==> config.mk <==
export PLATFORM = sky130hd
export DESIGN_NAME = multicycle_core
export DESIGN_NICKNAME = d
export VERILOG_FILES = /design/src/rtl/mc_pkg.sv /design/src/rtl/mc_ctrl.sv /design/src/rtl/multicycle_core.sv
export SDC_FILE = /design/constraint.sdc
export NUM_CORES = 2
export LEC_CHECK = 0
export CELL_PAD_IN_SITES_DETAIL_PLACEMENT = 1
export CELL_PAD_IN_SITES_GLOBAL_PLACEMENT = 2
export CORE_MARGIN = 4
export CORE_UTILIZATION = 34
export DETAILED_ROUTE_END_ITERATION = 6
export GPL_TIMING_DRIVEN = 1
export PLACE_DENSITY_LB_ADDON = 0.12
export REMOVE_ABC_BUFFERS = 1
export SYNTH_ARGS = -nofsm -noshare
export SYNTH_HDL_FRONTEND = slang
export SYNTH_SLANG_ARGS = --single-unit
==> constraint.sdc <==
create_clock -name clk -period 5.7 [get_ports clk]
set_input_delay 1.14 -clock clk [delete_from_list [all_inputs] [get_ports clk]]
set_output_delay 1.14 -clock clk [all_outputs]
set_load 0.05 [all_outputs]
==> images/layer_met2.png <==
Cells faint in the background.
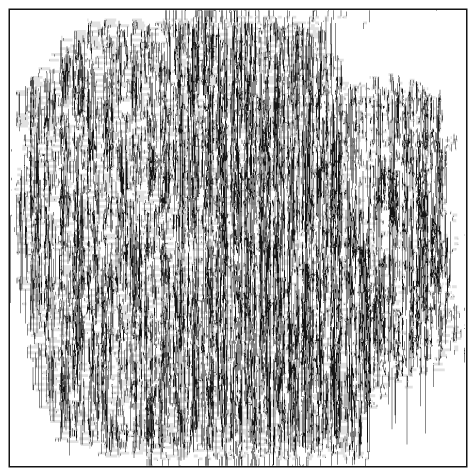
wire length on this layer: 117 mm
nets with wire on the layer: 3724
DRT Wirelength: 247 mm
GR Layer Usage met2: 42.3%
via total after detailed routing: 39500

==> images/layer_met4.png <==
The bar under the picture is 100 um long. Cells faint in the background.
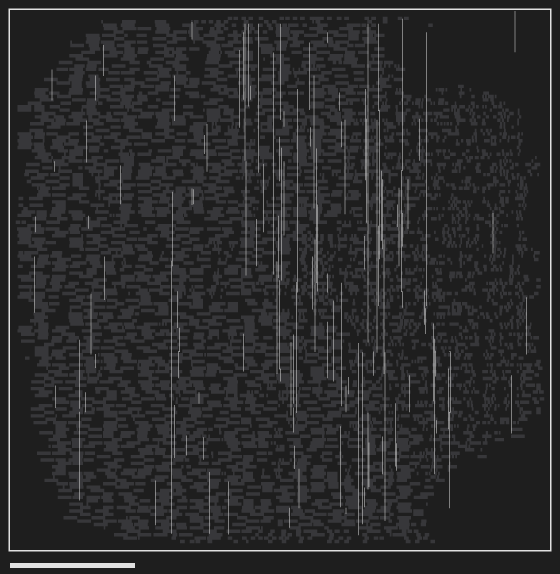
nets with wire on the layer: 75
longest straight run: 255 um

==> summary.txt <==
The synthesis and place-and-route flow finished, so here is a summary.

The checks that failed: design-rule violations. STA classifies the critical path startpoint as a register. Entering global routing, the biggest net connects 80 pins. The relative slew slack is approximately a fifth. The leakage dissipation is 22.4 nW. The area share of the largest cell type after synthesis is 50.2%. Setup repair after global routing left no endpoint under its margin.

The first-pass iteration count of the detailed router came out at 7. The setup fix buffers added after clock tree synthesis came out at 0. The quantity of hold-fixing buffers added after cts came out at 0. The accumulated negative setup slack is 0 ns. Of the synthesized area, sequential elements account for 56.9%. Per the post-route antenna check, the number of violating nets is 0. The maximum fanout count along the critical path is 12.

The mean instance size in the synthesized netlist came out at 15.7 um^2. The starting utilization of the core area came out at between 30% and 40%. Counting only logic cells after layout, the most numerous master is sky130_fd_sc_hd__edfxtp_1. After detailed routing, the average wire length per cell comes to 37.7 um.

At the end of the flow, the number of nets in the layout was 4212. The count of instances resized after the clock tree is built is 0. The pin slew with the least headroom to its limit came out at 1.22 ns. The worst setup path is captured at a register. Looking at the critical path, the single cell with the biggest stage delay is sky130_fd_sc_hd__a311oi_1. For this block, the initial DRC count from the detailed router was 4881.

Clock latency on the worst-skew pair, taken at its later pin, is 0.80 ns. The clock-pin slew reported for the worst setup and hold paths after clock tree synthesis is 0.06 ns. The die outline width is around 430 um. Buffers placed on the I/O ports in this run total ~130. Summed over all nets, the half-perimeter wirelength after detailed placement is 159 mm. The count of cell types in the netlist is 84. After filler insertion, the fill cell instance count of the layout stands at 17800. The average vias per placed instance came out at slightly above 6. In this run the VDD rail shows a maximum IR drop of 265 uV.

Hold is met by 0.455 ns. The script parses the final routing iteration and logs DRC violations as 2. Yosys mapped a number of flops with a built-in enable equal to 1024. The slack of the worst reg-to-reg path came out at 0.53 ns. The hold path depth is 2. The number of global-route vias before repair is 40300. The fraction of registers with async set or reset after synthesis is 0%. Counting endpoints that fail hold in the final report gives 0. The minimum period implied by the final worst setup slack is 5.17 ns. The fraction of final layout cells with drive strength greater than 1 is 28.2%. The flow ran to the end, but the final reports show violations.
## worst max-delay path: cells and delay by family (launching register included)
family          cells  cell delay, ns
mux                 1            0.41
fa+ha+maj           2            0.66
buf+inv             3            0.38
flops               1            0.44
compound gates      8            2.00
simple gates        4            1.10
## kinds of logic (layout without fill, tap and decap cells)
| group | Yosys count | count (layout) | synth area share (%) |
|---|---|---|---|
| mux | 815 | 815 | 26.6 |
| other cells | 1 | 35 | 0.00612 |
| fa+ha+maj | 101 | 101 | 2.09 |
| compound gates | 585 | 585 | 6.26 |
| xor+xnor | 39 | 39 | 0.558 |
| flops | 1230 | 1230 | 56.9 |
| simple gates | 728 | 728 | 5.03 |
| buf+inv | 405 | 656 | 2.53 |
## where the power goes
group          switching (mW)  total, mW  internal [mW]
Combinational            3.10       4.94           1.84
Clock                    3.88       9.19           5.31
Sequential              0.520       10.9           10.4
Total                    7.49       25.0           17.5
## metal layers
layer / up-vias / wire [um] / GRT usage, %
met3: 289 / 14600 / 3.81
met2: 1434 / 117000 / 42.3
met1: 21600 / 108000 / 37.6
met5: - / 37 / 0
met4: 6 / 6860 / 6.96
li1: 16100 / - / -
## layout make-up
class                      instances  area, um^2  area share, %
clock inverter                    64         759           1.07
clock buffer                     192        3920           5.50
multi-input combinational       2300       25300           35.5
timing repair buffer             292        2910           4.09
sequential                      1230       34900           49.1
tap                             2355        2950           4.14
antenna                            3        7.51         0.0106
inverter                         108         410          0.577
## Yosys cell counts, drive strengths merged, types with 23 or more instances
cell type / number
a211oi: 36
a21oi: 233
xor2: 29
mux4: 640
nand2: 234
o21ai: 84
nor2: 340
inv: 107
buf: 87
edfxtp: 1024
clkbuf: 210
nand3: 40
ha: 99
mux2i: 79
o211ai: 26
mux2: 96
a221oi: 23
dfxtp: 206
nor3: 27
## metrics by stage
step	utilization [%]	worst slack [ns]	instances	total power, mW
3_3_place_gp	37.2	0.585	6285	16.0
3_5_place_dp	37.2	0.551	6285	16.0
5_1_grt	39.8	0.268	6541	25.9
4_1_cts	39.8	0.517	6541	25.2
6_report	39.8	0.535	6544	25.0
2_1_floorplan	-	-6.51	3638	14.3
Power is estimated from default activity; no workload was simulated.
